logic_types.png
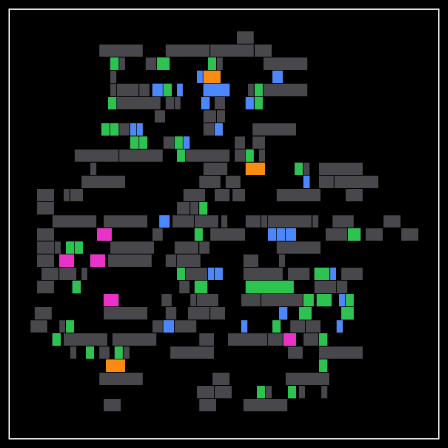
clocks.png
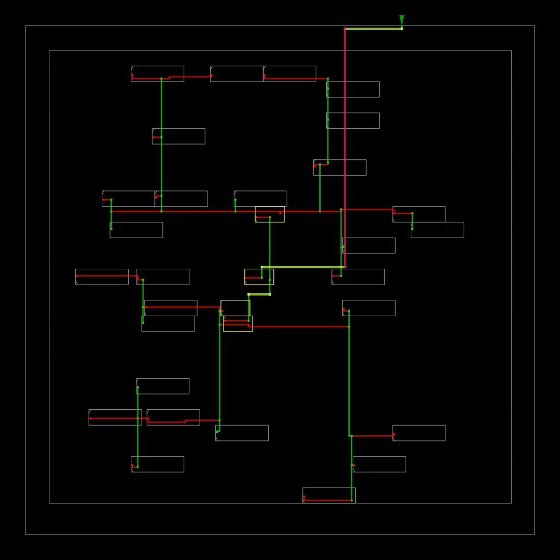
## config.mk

```make
export PLATFORM = sky130hd
export DESIGN_NAME = mixer_level_ctrl
export DESIGN_NICKNAME = d
export VERILOG_FILES = /design/src/rtl/mixer_pkg.sv /design/src/rtl/mixer_level_ctrl_frame_tick.sv /design/src/rtl/mixer_level_ctrl.sv
export SDC_FILE = /design/constraint.sdc
export NUM_CORES = 1
export LEC_CHECK = 0
export CORE_MARGIN = 4
export CORE_UTILIZATION = 27
export CTS_CLUSTER_SIZE = 24
export DETAILED_ROUTE_END_ITERATION = 7
export GPL_ROUTABILITY_DRIVEN = 0
export PLACE_DENSITY = 0.44
export SLEW_MARGIN = 30
export SYNTH_ARGS = -nofsm -noshare
export SYNTH_HDL_FRONTEND = slang
export SYNTH_SLANG_ARGS = --single-unit
```

## constraint.sdc

```tcl
create_clock -name clk_i -period 12.95 [get_ports clk_i]
set_clock_uncertainty 0.1 [all_clocks]
set_input_delay 1.295 -clock clk_i [delete_from_list [all_inputs] [get_ports clk_i]]
set_output_delay 1.295 -clock clk_i [all_outputs]
set_load 0.02 [all_outputs]
```

## src/rtl/mixer_pkg.sv

```systemverilog
// Shared definitions for the mixer control blocks: level width, the top of the
// mixer gain table, and the level-ramp state encoding.
package mixer_pkg;
  localparam int LEVEL_W = 7;
  localparam logic [LEVEL_W-1:0] LEVEL_MAX = 7'd82;

  typedef enum logic [1:0] {IDLE, UP, DOWN} lvl_state_t;

  function automatic logic [LEVEL_W-1:0] clamp_level(input logic [LEVEL_W-1:0] l);
    return (l > LEVEL_MAX) ? LEVEL_MAX : l;
  endfunction
endpackage

```

## src/rtl/mixer_level_ctrl_frame_tick.sv

```systemverilog
// lrclk rising-edge detector; lrclk is already in the clk domain, so this is a
// plain one-register edge detect usable by any bit-serial block.
module frame_tick (
  input  logic clk_i,
  input  logic rst_i,
  input  logic lrclk_i,
  output logic tick_o
);
  logic lrclk_prev_q;

  always_ff @(posedge clk_i or posedge rst_i) begin
    if (rst_i) lrclk_prev_q <= 1'b0;
    else       lrclk_prev_q <= lrclk_i;
  end

  assign tick_o = lrclk_i & ~lrclk_prev_q;
endmodule

```

## src/rtl/mixer_level_ctrl.sv

```systemverilog
// Ramps the mixer level one step toward the requested (or muted) target every
// FRAMES_PER_STEP frames, changing it only on a frame boundary.
module mixer_level_ctrl
  import mixer_pkg::*;
#(
  parameter int unsigned          FRAMES_PER_STEP = 4,
  parameter logic [LEVEL_W-1:0]   RESET_LEVEL     = '0
) (
  input  logic               clk_i,
  input  logic               rst_i,
  input  logic               lrclk_i,
  input  logic               set_valid_i,
  input  logic [LEVEL_W-1:0] set_level_i,
  output logic               set_ready_o,
  input  logic               mute_i,
  output logic [LEVEL_W-1:0] level_o,
  output logic               busy_o,
  output logic               done_o
);
  localparam logic [7:0] CNT_LAST = 8'(FRAMES_PER_STEP - 1);

  logic               tick;
  lvl_state_t         state_q, state_d;
  logic [LEVEL_W-1:0] level_q, level_d, target_q, target_d, eff, step_lvl;
  logic [7:0]         frame_cnt_q, frame_cnt_d;
  logic               mute_q, ready_q, done_q, done_d, lt;

  frame_tick u_tick (
    .clk_i  (clk_i),
    .rst_i  (rst_i),
    .lrclk_i(lrclk_i),
    .tick_o (tick)
  );

  // mute is registered so a mute edge on a tick cycle behaves like an accept:
  // the step taken on that tick still follows the old effective target.
  assign eff = mute_q ? '0 : target_q;
  assign lt  = level_q < eff;

  always_comb begin
    state_d     = state_q;
    level_d     = level_q;
    frame_cnt_d = frame_cnt_q;
    done_d      = 1'b0;
    target_d    = (set_valid_i && ready_q) ? clamp_level(set_level_i) : target_q;
    step_lvl    = lt ? level_q + 7'd1 : level_q - 7'd1;
    case (state_q)
      IDLE: begin
        if (level_q != eff) begin
          state_d     = lt ? UP : DOWN;
          frame_cnt_d = '0;
        end
      end
      default: begin
        if (level_q == eff) begin
          state_d = IDLE;
        end else begin
          state_d = lt ? UP : DOWN;
          if (tick) begin
            if (frame_cnt_q == CNT_LAST) begin
              level_d     = step_lvl;
              frame_cnt_d = '0;
              if (step_lvl == eff) begin
                state_d = IDLE;
                done_d  = 1'b1;
              end
            end else begin
              frame_cnt_d = frame_cnt_q + 8'd1;
            end
          end
        end
      end
    endcase
  end

  always_ff @(posedge clk_i or posedge rst_i) begin
    if (rst_i) begin
      state_q     <= IDLE;
      level_q     <= RESET_LEVEL;
      target_q    <= RESET_LEVEL;
      frame_cnt_q <= '0;
      mute_q      <= 1'b0;
      ready_q     <= 1'b0;
      done_q      <= 1'b0;
    end else begin
      state_q     <= state_d;
      level_q     <= level_d;
      target_q    <= target_d;
      frame_cnt_q <= frame_cnt_d;
      mute_q      <= mute_i;
      ready_q     <= 1'b1;
      done_q      <= done_d;
    end
  end

  assign set_ready_o = ready_q;
  assign level_o     = level_q;
  assign busy_o      = (state_q != IDLE);
  assign done_o      = done_q;
endmodule

```

==> design notes <==
The number of buffers added to fix hold violations after cts was 0. TritonCTS built the clock tree. In the synthesis report, Yosys lists the chip area as 1760 um^2.

The tools report the starting DRC count in detailed routing as 40. In the power breakdown, the biggest contributor is combinational logic. The met3 layer usage reported by global route is 0.0149, and the H-tree depth is 1. The category of the worst setup path launch point is a flop.

The logs give 0 for the post-CTS setup buffer count and 0.0000937 V for the peak ir drop on the vdd network. The master of the slowest instance on the critical path is sky130_fd_sc_hd__or4_4. The run gives 0.111 for the share of total power in the clock network. The worst hold path belongs to the class flop to flop.

With the part of the power in combinational logic at 0.636, the count of flip-flops with a built-in enable after synthesis is 0. The root buffer cell chosen for the clock tree is sky130_fd_sc_hd__clkbuf_8. For the number of instances in the synthesized netlist, the log shows 180. Sequential logic power: 0.127 mW. In the setup report, the worst path falls into the class flop to flop.

The power report puts the net switching power at 0.211 mW. Per the detailed placement report, the placed cell area equals 2060 um^2. For the number of instances resized during post-cts repair, the log shows 0. Per the OpenROAD power report, leakage power amounts to 0.929 nW. STA classifies the critical path endpoint as a flop. The run gives 0 for the number of antenna violations at the first check in global routing. The cell area after technology mapping is 1760 um^2. The area of all placed cells without fillers was 2120 um^2. In this run the mean area of a mapped cell was 9.76 um^2. The first global-routing pass estimated 6830 um of wire. Yosys reported a register bit count of 28. From the final report, the count of setup violators was given as 0. The flow ran to the end, and the final reports show no timing, DRC or antenna violations. The total routing usage reported by global routing was 0.110; the maximum number of pins on one net before global-route repair was 29. The run gives 0 for the number of warnings printed during yosys synthesis. In the CTS report, the clock slew at the register clock pins of the worst setup and hold paths is listed as 0.10 ns.

The run gives 0.277 as the core utilization before placement. The met1 track demand over resource is 0.153, and the horizontal die size is 88.7 um. On the worst path, the slowest cell contributes a delay of 0.56 ns.

Detailed placement ended at an HPWL of 3010 um. For the first-pass iteration count of the detailed router, the log shows 4. The run gives 0.558 for the tightest slew margin relative to the limit. Yosys attributes the largest share of cell area to sky130_fd_sc_hd__dfrtp_1 (40%), sky130_fd_sc_hd__ha_1 (9.3%), sky130_fd_sc_hd__o21ai_0 (5.4%).

Detailed routing placed a total of 111 um of wire on met3. The detailed-route wire length on metal 1 is 1890 um.
Back to the opening pictures, logic_types.png:
Orange shows multiplexers, cells 3, most used mux2_2. Magenta shows AND-OR and OR-AND gates, cells 5, most used a22o_1, where west. Green shows inverting AOI/OAI gates, cells 39, most used o21ai_0. Blue shows NOR gates, cells 24, most used nor2_1.
non-filler cells, final: 280
most common cell after layout, fill and taps aside: sky130_fd_sc_hd__dfrtp_1
multi-input gate share of the layout cell area: 0.472

Back to the opening pictures, clocks.png:
clock latency of the later-clocked register in the worst-skew pair: 0.27 ns
Clock Sink Count: 28

-- flip-flops by register name, indices dropped and copies added (netlist names) --
name / flops
frame_cnt_q: 8
target_q: 7
state_q: 2
u_tick.lrclk_prev_q: 1
set_ready_o: 1
mute_q: 1
done_o: 1
level_o: 7
-- cells by family (layout without fill, tap and decap cells) --
group / after synthesis / count (layout) / synth area share
AND-OR/OR-AND: 44 / 44 / 0.160
XOR/XNOR: 13 / 13 / 0.0890
multiplexers: 3 / 3 / 0.0185
flip-flops: 28 / 28 / 0.399
AND/OR/NAND/NOR: 62 / 62 / 0.195
buffers and inverters: 15 / 38 / 0.0320
other: 1 / 1 / 0.00213
adder cells (fa/ha/maj): 14 / 14 / 0.104
-- cell type report --
| class | instances | area, um^2 |
|---|---|---|
| clock buffer | 4 | 55.1 |
| sequential | 28 | 701 |
| timing repair buffer | 23 | 225 |
| fill | 654 | 4230 |
| tap | 77 | 96.3 |
| multi-input combinational | 137 | 1000 |
| inverter | 11 | 41.3 |
-- stage by stage --
step	setup slack [ns]	power [mW]	utilization	instances
after global placement	8.34	0.458	0.325	276
after floorplan	8.84	0.371	-	180
after CTS	8.26	0.511	0.334	280
final	8.28	0.501	0.334	280
after global routing	7.83	0.555	0.334	280
after detailed placement	8.28	0.454	0.325	276
-- path summary, 6_finish.rpt --
check / from / to / slack [ns] / cells after the start
max: mute_q / state_q[1] / 8.28 / 14
min: target_q[5] / target_q[5] / 0.39 / 2
max reg2reg: mute_q / state_q[1] / 8.28 / 14
min reg2reg: target_q[5] / target_q[5] / 0.39 / 2
max in group asynchronous: rst_i / level_o[1] / 11.20 / 3
min in group asynchronous: rst_i / target_q[1] / 1.27 / 3
No activity file was given, so power comes from the tool's default toggle rates.
